[src/rtl/tn_accum_sequencer_pkg.sv]
// rtl/tn_accum_sequencer_pkg.sv - shared constants and state type for the Tn-lane accumulation sequencer
package tn_accum_sequencer_pkg;

    localparam int TN_DEFAULT            = 4;
    localparam int FEATURE_WIDTH_DEFAULT = 16;
    localparam int KERNEL_SIZE           = 3;
    localparam int ACC_WIDTH_DEFAULT     = 32;
    localparam int GROUP_W_DEFAULT       = 8;

    typedef enum logic [1:0] {
        IDLE  = 2'd0,
        RUN   = 2'd1,
        DRAIN = 2'd2,
        OUT   = 2'd3
    } state_e;

endpackage

[src/rtl/tn_lane_acc.sv]
// rtl/tn_lane_acc.sv - one lane's sign-extending, wrapping accumulator
module tn_lane_acc #(
    parameter int IN_W  = 16,
    parameter int ACC_W = 32
) (
    input  logic             i_clk,
    input  logic             i_rst,
    input  logic             i_clear,
    input  logic             i_add_en,
    input  logic [IN_W-1:0]  i_din,
    output logic [ACC_W-1:0] o_acc
);

    logic [ACC_W-1:0] r_acc;
    logic [ACC_W-1:0] w_ext;

    assign w_ext = ACC_W'($signed(i_din));

    always_ff @(posedge i_clk) begin
        if (i_rst || i_clear) begin
            r_acc <= '0;
        end else if (i_add_en) begin
            r_acc <= r_acc + w_ext;
        end
    end

    assign o_acc = r_acc;

endmodule

[src/rtl/tn_accum_sequencer.sv]
// rtl/tn_accum_sequencer.sv - issues tiles to the Tn-lane adder tree and accumulates its results per lane
module tn_accum_sequencer
    import tn_accum_sequencer_pkg::*;
#(
    parameter int Tn            = TN_DEFAULT,
    parameter int FEATURE_WIDTH = FEATURE_WIDTH_DEFAULT,
    parameter int ACC_WIDTH     = ACC_WIDTH_DEFAULT,
    parameter int GROUP_W       = GROUP_W_DEFAULT
) (
    input  logic                        fast_clk,
    input  logic                        rst,
    input  logic                        start,
    input  logic [GROUP_W-1:0]          cfg_groups,
    output logic                        busy,
    input  logic                        in_valid,
    output logic                        in_ready,
    output logic                        tree_enable,
    input  logic                        tree_done,
    input  logic [Tn*FEATURE_WIDTH-1:0] kernel_sum_tn,
    output logic                        out_valid,
    input  logic                        out_ready,
    output logic [Tn*ACC_WIDTH-1:0]     out_data,
    output logic                        done
);

    state_e             r_state;
    state_e             w_next;
    logic [GROUP_W-1:0] r_groups;
    logic [GROUP_W-1:0] r_issued;
    logic [GROUP_W-1:0] r_retired;
    logic               r_done;

    logic w_start_acc;
    logic w_accept;
    logic w_retire;
    logic w_last_accept;
    logic w_last_retire;

    assign w_start_acc   = (r_state == IDLE) && start;
    assign w_accept      = in_valid && in_ready;
    assign w_retire      = tree_done && ((r_state == RUN) || (r_state == DRAIN));
    assign w_last_accept = w_accept && ((r_issued + GROUP_W'(1)) == r_groups);
    assign w_last_retire = w_retire && ((r_retired + GROUP_W'(1)) == r_groups);

    always_ff @(posedge fast_clk) begin
        if (rst) begin
            r_state <= IDLE;
        end else begin
            r_state <= w_next;
        end
    end

    always_comb begin
        w_next = r_state;
        case (r_state)
            IDLE: begin
                if (start) begin
                    w_next = (cfg_groups == '0) ? OUT : RUN;
                end
            end
            RUN: begin
                // A final retire wins over the final accept so a zero-latency tree cannot strand the job in DRAIN.
                if (w_last_retire) begin
                    w_next = OUT;
                end else if (w_last_accept) begin
                    w_next = DRAIN;
                end
            end
            DRAIN: begin
                if (w_last_retire) begin
                    w_next = OUT;
                end
            end
            OUT: begin
                if (out_ready) begin
                    w_next = IDLE;
                end
            end
            default: w_next = IDLE;
        endcase
    end

    always_comb begin
        busy        = (r_state != IDLE);
        in_ready    = (r_state == RUN) && (r_issued != r_groups);
        tree_enable = in_valid && in_ready;
        out_valid   = (r_state == OUT);
        done        = r_done;
    end

    always_ff @(posedge fast_clk) begin
        if (rst) begin
            r_groups  <= '0;
            r_issued  <= '0;
            r_retired <= '0;
            r_done    <= 1'b0;
        end else begin
            r_done <= (r_state == OUT) && out_ready;
            if (w_start_acc) begin
                r_groups  <= cfg_groups;
                r_issued  <= '0;
                r_retired <= '0;
            end else begin
                if (w_accept) begin
                    r_issued <= r_issued + GROUP_W'(1);
                end
                if (w_retire) begin
                    r_retired <= r_retired + GROUP_W'(1);
                end
            end
        end
    end

    for (genvar g = 0; g < Tn; g++) begin : g_lane
        tn_lane_acc #(
            .IN_W  (FEATURE_WIDTH),
            .ACC_W (ACC_WIDTH)
        ) u_lane (
            .i_clk    (fast_clk),
            .i_rst    (rst),
            .i_clear  (w_start_acc),
            .i_add_en (w_retire),
            .i_din    (kernel_sum_tn[g*FEATURE_WIDTH +: FEATURE_WIDTH]),
            .o_acc    (out_data[g*ACC_WIDTH +: ACC_WIDTH])
        );
    end

endmodule

[config.mk]
export PLATFORM = sky130hd
export DESIGN_NAME = tn_accum_sequencer
export DESIGN_NICKNAME = d
export VERILOG_FILES = /design/src/rtl/tn_accum_sequencer_pkg.sv /design/src/rtl/tn_lane_acc.sv /design/src/rtl/tn_accum_sequencer.sv
export SDC_FILE = /design/constraint.sdc
export NUM_CORES = 1
export LEC_CHECK = 0
export CAP_MARGIN = 10
export CORE_ASPECT_RATIO = 0.5
export CORE_MARGIN = 2
export CORE_UTILIZATION = 49
export DETAILED_ROUTE_END_ITERATION = 10
export PLACE_DENSITY_LB_ADDON = 0.08
export SLEW_MARGIN = 25
export SYNTH_ARGS = -nofsm -noshare
export SYNTH_HDL_FRONTEND = slang
export SYNTH_SLANG_ARGS = --single-unit
[constraint.sdc]
create_clock -name fast_clk -period 3.4 [get_ports fast_clk]
set_clock_uncertainty 0.15 [all_clocks]
set_input_delay 0.51 -clock fast_clk [delete_from_list [all_inputs] [get_ports fast_clk]]
set_output_delay 0.51 -clock fast_clk [all_outputs]
set_load 0.1 [all_outputs]
run_1/sizing.png
Drawn at 1.5 px/um.
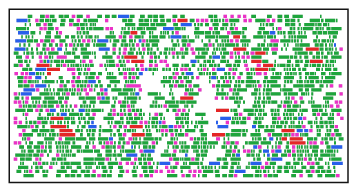
size	colour	cells	share
x6 and larger	red	28	1.5%
x2	blue	64	3.3%
x1 and smaller	green	1535	80%
x3 and x4	magenta	289	15%
nonclk buf count: 400
design area: 16200 um^2
Area Growth Syn to Fin: 35.5%
Worst Slack Setup Final: 0.0675 ns

run_1/closeup.png
Window x 87 to 137, y 55 to 105 um. Cells in grey, sequential cells in the stronger grey; small squares are vias.
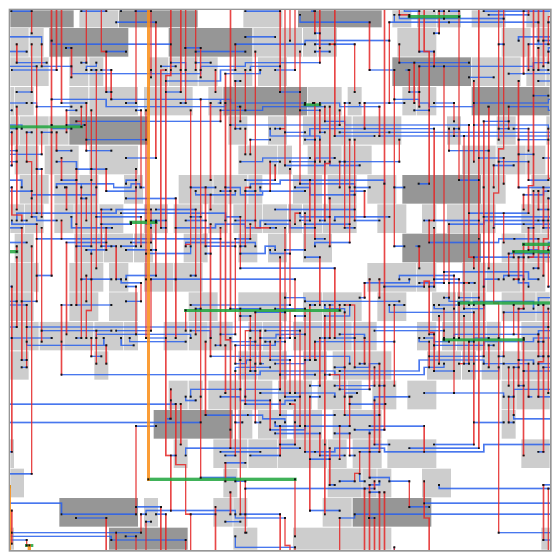
layer	colour
M2	red
M4	orange
M1	blue
M3	green
most frequent	buf_4 (31), nand2_1 (28), a21oi_1 (21)
sequential cells in the window	15
netlist names of flops here include	`g_lane.u_lane.o_acc` (15)
cells with their middle in the window	190

run_1/floorplan.png
Drawn at 3 px/um. Pins as bars on the die edge.
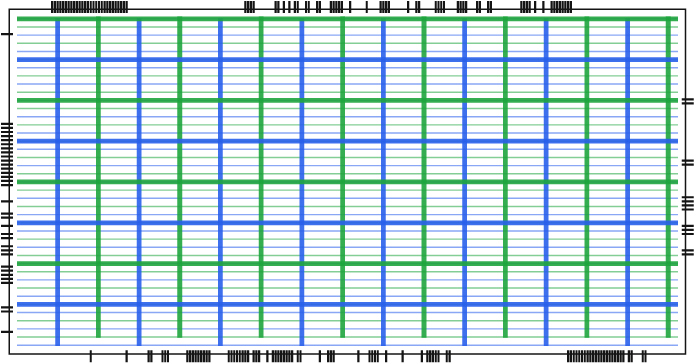
net	colour
VSS	blue
VDD	green
signal pins	211
met5 straps	8
rows	40
met4 straps	16
Die H: 114 um
Die X-Extent: 225 um
Core ar.: 24000 um^2
maximum VDD drop: 0.627 mV

run 1: where the power goes:
part           internal [uW]  switching [uW]  leakage (uW)
Sequential              2120             315       0.00127
Combinational           2130            4320       0.00577
Clock                   1200             847      0.000302
run 1: area by class of cell:
type                    instances  area share
flip-flops and latches        155       0.193
repair buffers                400       0.207
clock inverters                12      0.0100
inverters                      26     0.00610
multi-input cells            1303       0.531
clock buffers                  20      0.0282
well taps                     315      0.0243
run 1: worst max-delay path, cell delays in order:
cell and delay, ns:
clkdlybuf4s50_1 0.40, ha_1 0.23, fa_1 0.42, a21o_1 0.22, a21oi_2 0.19, nor2b_1 0.06
o21a_1 0.21, o41ai_4 0.27, o21ai_2 0.16, a21bo_2 0.24, a221oi_2 0.27, nor4_1 0.07
a211o_1 0.25
==> results.sh, run 1 <==
# physical design summary
export IMPL_status="completed"
export IMPL_num_antenna_cells=0
export IMPL_critPathLaunch="kernel_sum_tn[16]"
export IMPL_worstPathMaxFanout=4
export IMPL_final_cell_mix="buf_4 (277), nand2_1 (243), a21oi_1 (190), ha_1 (131), dfxtp_1 (131)"
export IMPL_max_cap_violations=0
export IMPL_power_density_nw_per_um2=675
export IMPL_finalClockPeriodUsage=0.980
export IMPL_fp_util=0.499
export IMPL_grt_usage=0.276
export IMPL_synth_compound_area_share=0.253
export IMPL_power_uw=10900
export IMPL_min_to="g_lane[1].u_lane.o_acc[14]$_SDFFE_PP0P_"
export IMPL_via_per_inst=5.65
export IMPL_use_met2=0.479
export IMPL_met2_length_mm=17.3
export IMPL_synth_distinct_cells=76
export IMPL_maxSlewViolCount=0
export IMPL_pin_count=211
export IMPL_portBuffers=210
export IMPL_final_common_cell="buf_4"
export IMPL_synthXorXnorAreaFrac=0.0960
export IMPL_critPathKind="in -> reg"
export IMPL_yosys_stat_cells=1545
export IMPL_top_area_frac=0.260
export IMPL_nets=2116
export IMPL_grt_antenna_before_repair=0
export IMPL_finalHoldViolCount=0
export IMPL_drt_iter0_drc=734
export IMPL_synthTopCellsByCount="nand2_1 (243), a21oi_1 (193), dfxtp_1 (155), ha_1 (131), nor2_1 (87)"
export IMPL_reg2reg_slack_ns=0.23
export IMPL_post_cts_buffers=0
export IMPL_setup_worst_path_start_class="input pin"
export IMPL_postCtsHoldBufs=0
export IMPL_max_slew_worst_pin_slew_ns=0.998
export IMPL_m1WireLength_mm=16.8
export IMPL_grt_overflow_total=0
export IMPL_drt_wl_total_mm=36.2
export IMPL_floorplan_nets=1758
export IMPL_cts_made_buffers=17
export IMPL_grt_pass1_wl_mm=58.1
export IMPL_hold_ws_ns=0.316
export IMPL_grt_pass1_vias=12200
export IMPL_post_cts_resized=4
export IMPL_comb_area_um2=8600
export IMPL_dp_hpwl_mm=26.7
export IMPL_cts_root_buffer="clkbuf_16"
export IMPL_dr_total_vias=12600
export IMPL_topCombFamilyByArea="AND-OR/OR-AND gates"
export IMPL_wl_per_cell_um=16.2
export IMPL_netlist_top_cell_by_instances="nand2_1"
export IMPL_met1_usage=0.352
export IMPL_ys_sh_adder=0.144
export IMPL_cts_tree="built"
export IMPL_cp_end_kind="register"
export IMPL_final_cell_count_no_fill=2231
export IMPL_clk_pin_slew_ns=0.07
export IMPL_yosysWarnings=0
export IMPL_mux_share=0.00502
export IMPL_worstPathRequired_ns=3.58
export IMPL_period_needed_ns=3.33
export IMPL_post_route_drc_count=0
export IMPL_chip_area_um2=25700
export IMPL_syn_area_um2=12000
export IMPL_max_freq_ghz=0.300
export IMPL_postLayoutCoreUtil=0.676
export IMPL_r2r_cells=12
export IMPL_ff_latch_area_um2=3130
export IMPL_nFillCells=2020
export IMPL_cts_max_level=4
export IMPL_flop_cell="dfxtp_1"
export IMPL_synth_flops=155
export IMPL_min_path_cells=2
export IMPL_clockBufferDepth=2
export IMPL_worstHoldStart="g_lane[1].u_lane.o_acc[14]$_SDFFE_PP0P_"
export IMPL_tns_ns=0
run_1/route_heat.png
Drawn at 2 px/um. The die is cut into 22 by 11 equal tiles; dark purple is low, yellow is high, scaled to the fullest tile. Values are wire area over tile area, all layers added.
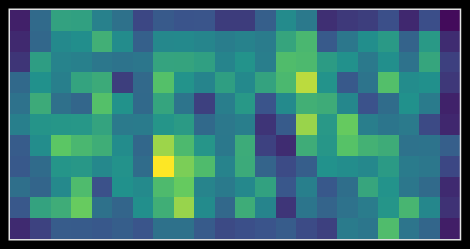

## Run 2: what changed since run 1
--- a/config.mk
+++ b/config.mk
@@ -6,7 +6,7 @@
 export NUM_CORES = 1
 export LEC_CHECK = 0
 export CAP_MARGIN = 10
-export CORE_ASPECT_RATIO = 0.5
+export CORE_ASPECT_RATIO = 0.7
 export CORE_MARGIN = 2
 export CORE_UTILIZATION = 49
 export DETAILED_ROUTE_END_ITERATION = 10
run_2/route_heat.png
Drawn at 2 px/um. The die is cut into 38 by 27 equal tiles; dark purple is low, yellow is high, scaled to the fullest tile. Values are wire area over tile area, all layers added.
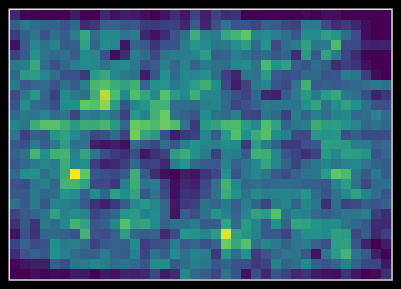
tiles over half the peak	17%
fullest tile	0.65
emptiest ninth of the die	top right
nearly empty tiles	3.8%
mean over tiles	0.23
total track usage: 0.277
drt wl/cell: 16.0 um

==> run 2 against run 1 <==
  * Non-clock buffer count grew 14
  * Sequential share of layout area shrank 0.15 points
  * Worst setup slack gained 0.034 ns
  * Routed wire length shrank 0.41%
  * Final cell count grew 0.76%
  * Power grew 0.37%
  * Synthesized cell count is the same
  * Die size shrank 0.22%
  * Global-route usage is essentially flat
  * Critical path type unchanged
  * Highest routed layer unchanged
==> results.sh, run 2 <==
# physical design summary
export IMPL_cp_num_cells=14
export IMPL_layout_drive_gt1_share=0.202
export IMPL_finalHoldViolCount=0
export IMPL_placedCellCount=2209
export IMPL_dp_hpwl_mm=26.5
export IMPL_max_slew_margin=0.345
export IMPL_p_seq_frac=0.221
export IMPL_first_pass_iters=5
export IMPL_final_area_um2=16300
export IMPL_placed_area_um2=15600
export IMPL_p_leak_uw=0.00735
export IMPL_pg_comb_uw=6510
export IMPL_setup_worst_path_start_class="input pin"
export IMPL_pin_count=211
export IMPL_die_y_um=135
export IMPL_synthTopCellsByArea="dfxtp_1 (26%), ha_1 (14%), a21oi_1 (8.1%)"
export IMPL_finalClockPeriodUsage=0.970
export IMPL_grt_use_met3=0.0574
export IMPL_rr_endpoint="g_lane[1].u_lane.o_acc[28]$_SDFFE_PP0P_"
export IMPL_synth_distinct_cells=76
export IMPL_power_leader="combinational cells"
export IMPL_cp_end_kind="register"
export IMPL_drt_wl_total_mm=36.0
export IMPL_rows=47
export IMPL_syn_avg_cell_area_um2=7.74
export IMPL_period_needed_ns=3.30
export IMPL_portBuffers=210
export IMPL_grt_max_degree=144
export IMPL_max_vdd_ir_drop_mv=0.438
export IMPL_largest_area_cell="dfxtp_1"
export IMPL_dr_total_vias=12600
export IMPL_critPathKind="in -> reg"
export IMPL_largest_reg_flops=128
export IMPL_seq_power_uw=2430
export IMPL_clock_latency_ns=0.44
export IMPL_yosysSeqAreaShare=0.260
export IMPL_core_um2=23800
export IMPL_syn_area_um2=12000
export IMPL_met1_usage=0.395
export IMPL_max_slew_worst_pin_slew_ns=0.979
export IMPL_yosysWarnings=0
export IMPL_path_delay_family="AND-OR/OR-AND gates"
export IMPL_r2r_cells=13
export IMPL_final_cell_count_no_fill=2248
export IMPL_clockBufferDepth=2
export IMPL_max_cap_violations=0
export IMPL_power_switching_uw=5480
export IMPL_arrival_ns=3.45
export IMPL_cp_endpoint="g_lane[1].u_lane.o_acc[28]$_SDFFE_PP0P_"
export IMPL_m1WireLength_mm=17.7
export IMPL_final_common_cell="buf_4"
export IMPL_reg2reg_slack_ns=0.29
export IMPL_drt_antenna_violating_nets=0
export IMPL_via_per_inst=5.62
export IMPL_warnings=33
export IMPL_crit_path_cell_trace="clkdlybuf4s50_1, ha_2, fa_2, a21o_1, a21oi_2, nor2b_1, o21a_1, o41ai_2, o21ai_2, buf_4, a31oi_1, a32o_1, xor2_1, a21oi_1"
export IMPL_dieWidth_um=191
export IMPL_gp_congestion=0.908
export IMPL_netlist_top_cell_by_instances="nand2_1"
export IMPL_postLayoutCoreUtil=0.686
export IMPL_async_reset_ff_frac=0
export IMPL_max_freq_ghz=0.303
export IMPL_use_met2=0.426
export IMPL_cts_root_buffer="clkbuf_16"
export IMPL_status="completed"
export IMPL_worstPathRequired_ns=3.55
export IMPL_grt_pass1_vias=12000
export IMPL_cts_sinks=155
export IMPL_grt_overflow_total=0
export IMPL_cp_slowest_stage_delay_ns=0.42
export IMPL_swShare=0.499
export IMPL_netlist_instances=1545
export IMPL_area_growth_pct=36.6
export IMPL_top_area_frac=0.260
export IMPL_setup_viol=0
export IMPL_pre_cts_ws_ns=-0.536
export IMPL_cts_max_level=4
export IMPL_power_internal_uw=5500
export IMPL_tns_ns=0
export IMPL_worstPathMaxFanout=5
export IMPL_power_density_nw_per_um2=673
export IMPL_met2_length_mm=15.4
export IMPL_edf_count=0
export IMPL_floorplan_nets=1758
export IMPL_cts_tree="built"
export IMPL_nets=2130
export IMPL_hold_ws_ns=0.312
export IMPL_grt_antenna_before_repair=0
export IMPL_num_antenna_cells=0
export IMPL_min_path_cells=2
export IMPL_grt_busiest_layer="met2"
export IMPL_flop_cell="dfxtp_1"
export IMPL_worstHoldStart="g_lane[1].u_lane.o_acc[8]$_SDFFE_PP0P_"
export IMPL_grt_pass1_wl_mm=58.6
export IMPL_postCtsHoldBufs=0
export IMPL_powerClk_uw=2050
export IMPL_power_uw=11000
export IMPL_pwr_share_comb=0.593
export IMPL_critical_path_buf_inv_count=2
export IMPL_maxUsedRoutingLayer="met4"
export IMPL_fp_util=0.502
export IMPL_clock_power_share=0.186
export IMPL_r2r_start="g_lane[1].u_lane.o_acc[0]$_SDFFE_PP0P_"
export IMPL_min_to="g_lane[1].u_lane.o_acc[8]$_SDFFE_PP0P_"
export IMPL_yosys_stat_cells=1545
export IMPL_clk_pin_slew_ns=0.06
export IMPL_layout_setup_ws_ns=0.102
export IMPL_maxSlewViolCount=0
export IMPL_drt_iter0_drc=746
export IMPL_final_cell_mix="buf_4 (281), nand2_1 (243), a21oi_1 (187), dfxtp_1 (131), clkdlybuf4s50_1 (129)"
export IMPL_synthTopCellsByCount="nand2_1 (243), a21oi_1 (193), dfxtp_1 (155), ha_1 (131), nor2_1 (87)"
export IMPL_critPathLaunch="kernel_sum_tn[16]"
export IMPL_post_route_drc_count=0
export IMPL_wl_met3_mm=2.49
export IMPL_synth_flops=155
export IMPL_chip_area_um2=25700
export IMPL_worstHoldPathType="reg -> reg"
export IMPL_cts_made_buffers=17
export IMPL_critPathSlowestCell="clkdlybuf4s50_1"
-- run 2: final cells by class --
type | count | area [um^2]
Multi-Input combinational cell | 1303 | 8610
Fill cell | 2032 | 7490
Timing Repair Buffer | 414 | 3470
Sequential cell | 155 | 3130
Clock buffer | 20 | 457
Tap cell | 318 | 398
Clock inverter | 12 | 161
Inverter | 26 | 98.8
-- run 2: logic make-up (layout without fill, tap and decap cells) --
kind of cell,Yosys count,in the layout,synth area share
AOI/OAI and AO/OA,483,483,0.253
buffers and inverters,87,472,0.0312
adders and majority gates,135,135,0.144
muxes,6,6,0.00502
DFF,155,155,0.260
and+or+nand+nor,548,548,0.211
xor gates and xnor gates,131,131,0.0960
-- run 2: timing repair --
item                       CTS  global route
pin swaps                    2            17
setup buffers                0             7
hold endpoints to repair     0             0
setup endpoints to repair    5            15
resized                      6            19
Power and IR drop assume default switching activity.
